`config.mk`:
```
export PLATFORM = sky130hd
export DESIGN_NAME = signal_analyser
export DESIGN_NICKNAME = d
export VERILOG_FILES = /design/src/rtl/signal_analyser.sv
export SDC_FILE = /design/constraint.sdc
export NUM_CORES = 1
export LEC_CHECK = 0
export CORE_ASPECT_RATIO = 2
export CORE_UTILIZATION = 30
export DETAILED_ROUTE_END_ITERATION = 6
export HOLD_SLACK_MARGIN = 0.12
export PLACE_DENSITY = 0.49
export RECOVER_POWER = 25
export SETUP_SLACK_MARGIN = 0.3
export SYNTH_ARGS = -nofsm -noshare
export SYNTH_HDL_FRONTEND = slang
export SYNTH_SLANG_ARGS = --single-unit
```
`constraint.sdc`:
```
create_clock -name clk -period 2.85 [get_ports clk]
set_input_delay 0.7125 -clock clk [delete_from_list [all_inputs] [get_ports clk]]
set_output_delay 0.7125 -clock clk [all_outputs]
set_load 0.01 [all_outputs]
```
`src/rtl/signal_analyser.sv`:
```
// signal_analyser: masks an 8-channel probe bus and timestamps every change of the masked value
module signal_analyser #(
    parameter int DATA_WIDTH = 8,
    parameter int TIME_WIDTH = 32
) (
    input  logic                  clk,
    input  logic                  rst,
    input  logic [DATA_WIDTH-1:0] data_in,
    input  logic [DATA_WIDTH-1:0] channel_mask,
    input  logic                  data_sent,
    output logic [DATA_WIDTH-1:0] data_out,
    output logic [TIME_WIDTH-1:0] data_time,
    output logic                  new_data
);
    logic [TIME_WIDTH-1:0] counter;
    logic                  pending;
    logic [DATA_WIDTH-1:0] masked;
    logic                  changed;
    assign masked  = data_in & channel_mask;
    assign changed = masked != data_out;
    // free-running time base, capture on change, hold captured time until readout acknowledges
    always_ff @(posedge clk or posedge rst) begin
        if (rst) begin
            counter   <= '0;
            pending   <= 1'b0;
            data_out  <= '0;
            data_time <= '0;
            new_data  <= 1'b0;
        end else begin
            counter  <= counter + 1'b1;
            new_data <= changed;
            if (changed) begin
                data_out  <= masked;
                data_time <= counter;
                pending   <= 1'b1;
            end else if (data_sent) begin
                pending   <= 1'b0;
                data_time <= counter;
            end else if (!pending) begin
                data_time <= counter;
            end
        end
    end
endmodule

```
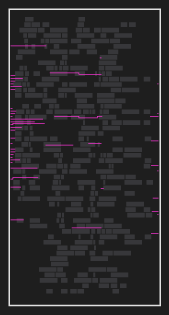
Fig. 1. The metal 3 layer (run 1).
Drawn at 2 px/um.
wire length on this layer: 254 um
nets with wire on the layer: 39
main direction: horizontal
longest straight run: 17.5 um

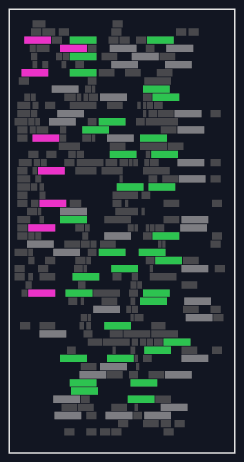
Fig. 2. Register map, names as in the netlist (run 1).
Drawn at 3 px/um. Other sequential cells in the stronger gray, the rest of the logic in the fainter gray.
| signal | color | sequential cells |
|---|---|---|
| counter | green | 32 |
| data_out | magenta | 8 |

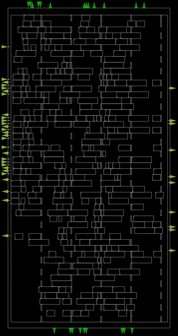
Fig. 3. Cell placement (run 1).
final core area utilization: 0.4236
# fillers: 969
core footprint: 0.01021 sq mm
registers: 74

==> out/metrics.yaml, run 1 <==
clocking:
  cts_inserted_buffers: 9
  cts_buffer_depth: 2
synth:
  simple_gate_area_frac: 0.1373
  xor_area_frac: 0.08284
  ys.flop_type: "dfrtp_1"
  syn_nets: 245
pwr:
  powerDensity_mw_per_mm2: 530.9
place:
  dp.cells: 422
  gp_congestion: 0.6766
run:
  max_cap_viol_count: 0
  log.warning_count: 26
floorplan:
  initial_core_util: 0.3105
  die_area_sq_mm: 0.01101
sta:
  period_used_share: 0.8982
  rsz0062_at_grt: "false"
  finClkSkew_ps: 4.189
layout:
  layout_top_cell: "dfrtp_1"
  drive_gt1_frac: 0.1934
  fin_nets: 320
  syn2layout_area_growth_pct: 36.41
route:
  viasPerCell: 4.452
setup_path:
  cp.required_ps: 3060
global_routing:
  grt_overflow: 0
run_status:
  outcome: "complete, no violations"
worst_hold_path:
  min_path_type: "reg2reg"
## run 1: sequential cells by signal, summed over array words and instances, names as in the netlist
signal / flops
data_time: 32
new_data: 1
pending: 1
counter: 32
data_out: 8
## run 1: cell type report
| cell class | instances | area [sq um] | area share |
|---|---|---|---|
| timing repair buffer | 67 | 735.7 | 0.1700 |
| sequential | 74 | 1852 | 0.4280 |
| inverter | 3 | 15.01 | 0.003470 |
| tap | 135 | 168.9 | 0.03904 |
| multi-input combinational | 145 | 1249 | 0.2886 |
| clock inverter | 4 | 50.05 | 0.01157 |
| clock buffer | 12 | 256.5 | 0.05928 |
## run 1: cells by family (layout without fill, tap and decap cells)
group           after synthesis  in the layout
flops                        74             74
simple gates                 70             70
mux                          32             32
xor+xnor                     30             30
compound gates               12             12
buf+inv                       6             86
fa+ha+maj                     1              1
## run 1: cells in the mapped netlist, types with 2 or more instances
cell / number / area share
dfrtp_1: 74 / 0.58
nand2b_1: 2 / 0.0039
buf_12: 3 / 0.019
nor2_1: 6 / 0.0071
inv_1: 3 / 0.0036
o22ai_1: 4 / 0.0079
mux2_2: 2 / 0.0071
mux2_4: 30 / 0.14
nand4_1: 5 / 0.0099
nand3_1: 13 / 0.021
or3_1: 2 / 0.0039
a21oi_1: 8 / 0.013
and3_1: 11 / 0.022
and2_1: 10 / 0.020
nand2_1: 13 / 0.015
xor2_1: 7 / 0.019
xnor2_1: 23 / 0.064
and4_1: 3 / 0.0083
## run 1: per-stage QoR
stage / area [sq um] / worst slack (ps)
2_1_floorplan: 3176 / 610.5
3_3_place_gp: 3945 / 0.6961
3_5_place_dp: 3945 / -34.74
4_1_cts: 4252 / 310.0
5_1_grt: 4327 / 211.4
6_report: 4327 / 290.2
## run 1: critical path: stages
cell	delay, ps
dlygate4sd3_1	560
and3_1	170
o22ai_1	110
or4_4	480
nor2_8	240
clkbuf_16	200
mux2_4	290
## run 1: routing by layer
layer	wire, um	track usage
met3	253	0.03885
met1	2454	0.1409
met4	134	0.05377
met2	3509	0.2216
met5	0	0
## run 1: report_power, final
part / internal [W] / switching, W
logic: 0.0000435 / 0.0000454
clock network: 0.000724 / 0.000421
registers: 0.00106 / 0.00000484
total: 0.00183 / 0.000472
## run 1: final timing paths
path / startpoint / to / slack, ps / depth (start not counted)
setup / recovery: data_in[0] / data_time[25] / 290 / 7
hold / removal: counter[31] / counter[31] / 470 / 1
setup reg to reg: data_out[6] / data_time[25] / 790 / 6
hold reg to reg: counter[31] / counter[31] / 470 / 1
max in group asynchronous: rst / data_time[20] / 630 / 3
min in group asynchronous: rst / data_time[24] / 1290 / 3
## run 1: what timing repair did
action / CTS / global route
hold buffers: 0 / 0
endpoints found under the setup margin: 0 / 29
endpoints found under the hold margin: 0 / 0
resized: 0 / 15
==> run 2, diff against run 1 <==
Settings changed: SETUP_SLACK_MARGIN 0.3 to 0.2.
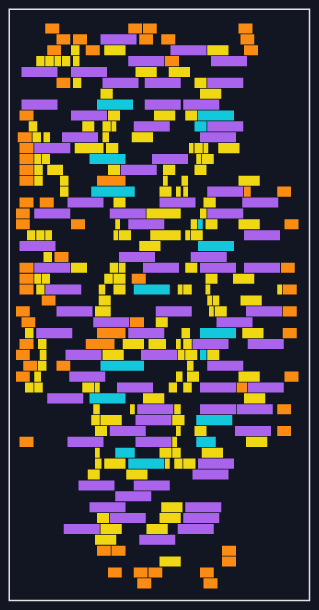
Fig. 4. Cell classes on the final placement (run 2).
Drawn at 4 px/um.
| class | color | cells | share of their area |
|---|---|---|---|
| clock drivers and dummy loads | cyan | 16 | 8.0% |
| other buffers and delay cells | orange | 64 | 16% |
| flops | purple | 74 | 45% |
| combinational and other logic | yellow | 148 | 31% |

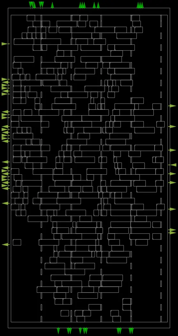
Fig. 5. Cell placement (run 2).
Rows: 52
n_taps: 135
final core area utilization: 0.4184
fin cells: 437
# fillers: 983

==> run 2 against run 1 <==
Effect of this change:
- synthesized area stayed put
- combinational power barely moved
- utilization down 0.51 points
- hold slack better by 4.2 ps
- flip-flop count unchanged
- clock power rose by 6%
- register-to-register slack better by 30 ps
- clock-buffer cell count stayed put
- clock skew grew 2.8 ps
- critical path type unchanged
==> out/metrics.yaml, run 2 <==
layout:
  syn2layout_area_growth_pct: 34.75
  fin_nets: 317
  drive_gt1_frac: 0.1854
  layout_top_cell: "dfrtp_1"
pwr:
  powerDensity_mw_per_mm2: 556.1
  swShare: 0.1936
  sequentialPowerShare: 0.447
  power.switching_w: 0.0004602
  p_int_w: 0.001916
  power_frac_comb: 0.037
  p_clk_frac: 0.515
synth:
  ys.flop_type: "dfrtp_1"
  top_cells_by_area: "dfrtp_1 (58%), mux2_4 (14%), xnor2_1 (6.4%)"
  syn_nets: 245
  most_common_cell: "dfrtp_1"
  xor_area_frac: 0.08284
  synthTopCellsByCount: "dfrtp_1 (74), mux2_4 (30), xnor2_1 (23), nand2_1 (13), nand3_1 (13)"
  ys_top_logic_family: "multiplexers"
  simple_gate_area_frac: 0.1373
  yosysTopAreaCell: "dfrtp_1"
  top_area_frac: 0.5838
sta:
  period_used_share: 0.9154
  setup_ws_ps: 241.0
  rsz0062_at_grt: "false"
  finClkSkew_ps: 6.954
setup_path:
  endpoint: "data_time[7]"
  rr_startpoint: "data_out[5]"
  rrSetupSlack_ps: 820
  cp.required_ps: 3060
  cp_slowest_cell: "or4_4"
  reg2reg_depth: 6
  slowest_delay_ps: 600
  crit_path_start: "data_in[0]"
  crit_chain: "dlygate4sd3_1 -> and3_1 -> o22ai_1 -> or4_4 -> nor2_8 -> buf_12 -> mux2_4"
place:
  pre_cts_ws_ps: -79.41
  gp_congestion: 0.6602
clocking:
  cts_buffer_depth: 2
  cts_hold_buf: 0
  ctsResizeCount: 0
route:
  top_layer: "met4"
  drt-met1-wl_um: 2432
  ant_nets: 0
  viasPerCell: 4.451
run_status:
  outcome: "complete, no violations"
floorplan:
  die_area_sq_mm: 0.01101
  initial_core_util: 0.3105
  design.core.area_sq_mm: 0.01021
run:
  max_cap_viol_count: 0
  log.warning_count: 26
worst_hold_path:
  min_path_type: "reg2reg"
-- run 2: routing by layer --
layer / vias to the layer above / track usage
met5: - / 0
met4: 0 / 0.06321
met3: 13 / 0.04158
met2: 46 / 0.2050
met1: 952 / 0.1592
li1: 934 / -
-- run 2: cell families after synthesis --
| logic type | count (synthesis) |
|---|---|
| AND-OR/OR-AND | 12 |
| AND/OR/NAND/NOR | 70 |
| multiplexers | 32 |
| buffers and inverters | 6 |
| adder cells (fa/ha/maj) | 1 |
| XOR/XNOR | 30 |
| flip-flops | 74 |
-- run 2: cell type report --
cell class	instances	area, sq um	area share
Tap cell	135	168.9	0.03952
Clock buffer	12	256.5	0.06001
Inverter	3	11.26	0.002635
Multi-Input combinational cell	145	1249	0.2922
Timing Repair Buffer	64	663.1	0.1552
Sequential cell	74	1852	0.4333
Clock inverter	4	73.82	0.01727
-- run 2: worst min-delay path by stage --
| stage | end | slack (ps) | from | depth (start not counted) |
|---|---|---|---|---|
| final | counter[31] | 480 | counter[31] | 1 |
| after global routing | counter[31] | 490 | counter[31] | 1 |
| after global placement | counter[31] | 470 | counter[31] | 1 |
| after floorplan | counter[31] | 450 | counter[31] | 1 |
| after detailed placement | counter[31] | 470 | counter[31] | 1 |
| after CTS | counter[31] | 480 | counter[31] | 1 |
-- run 2: critical path, delay by kind of cell --
kind / cells / cell delay (ps)
multiplexers: 1 / 310
AND/OR/NAND/NOR: 3 / 950
buffers and inverters: 2 / 730
AND-OR/OR-AND: 1 / 110
-- run 2: through the flow --
stage	total power [W]	util	hold slack [ps]	cells	instance area [sq um]
2_1_floorplan	0.001120	-	445.6	225	3172
3_3_place_gp	0.001178	0.3876	467.6	421	3959
3_5_place_dp	0.001179	0.3876	467.1	421	3959
4_1_cts	0.002427	0.4199	476.5	437	4289
5_1_grt	0.002481	0.4184	491.0	437	4274
6_report	0.002377	0.4184	478.3	437	4274
-- run 2: power groups by stage --
stage,Clock [W],Combinational (W),Sequential [W]
after floorplan,0,0.0000364,0.00108
after global placement,0,0.0000971,0.00108
after detailed placement,0,0.0000980,0.00108
after CTS,0.00127,0.0000981,0.00106
after global routing,0.00132,0.000100,0.00106
final,0.00122,0.0000889,0.00106
Power figures rest on the tool's default switching activity, not on a simulated workload.
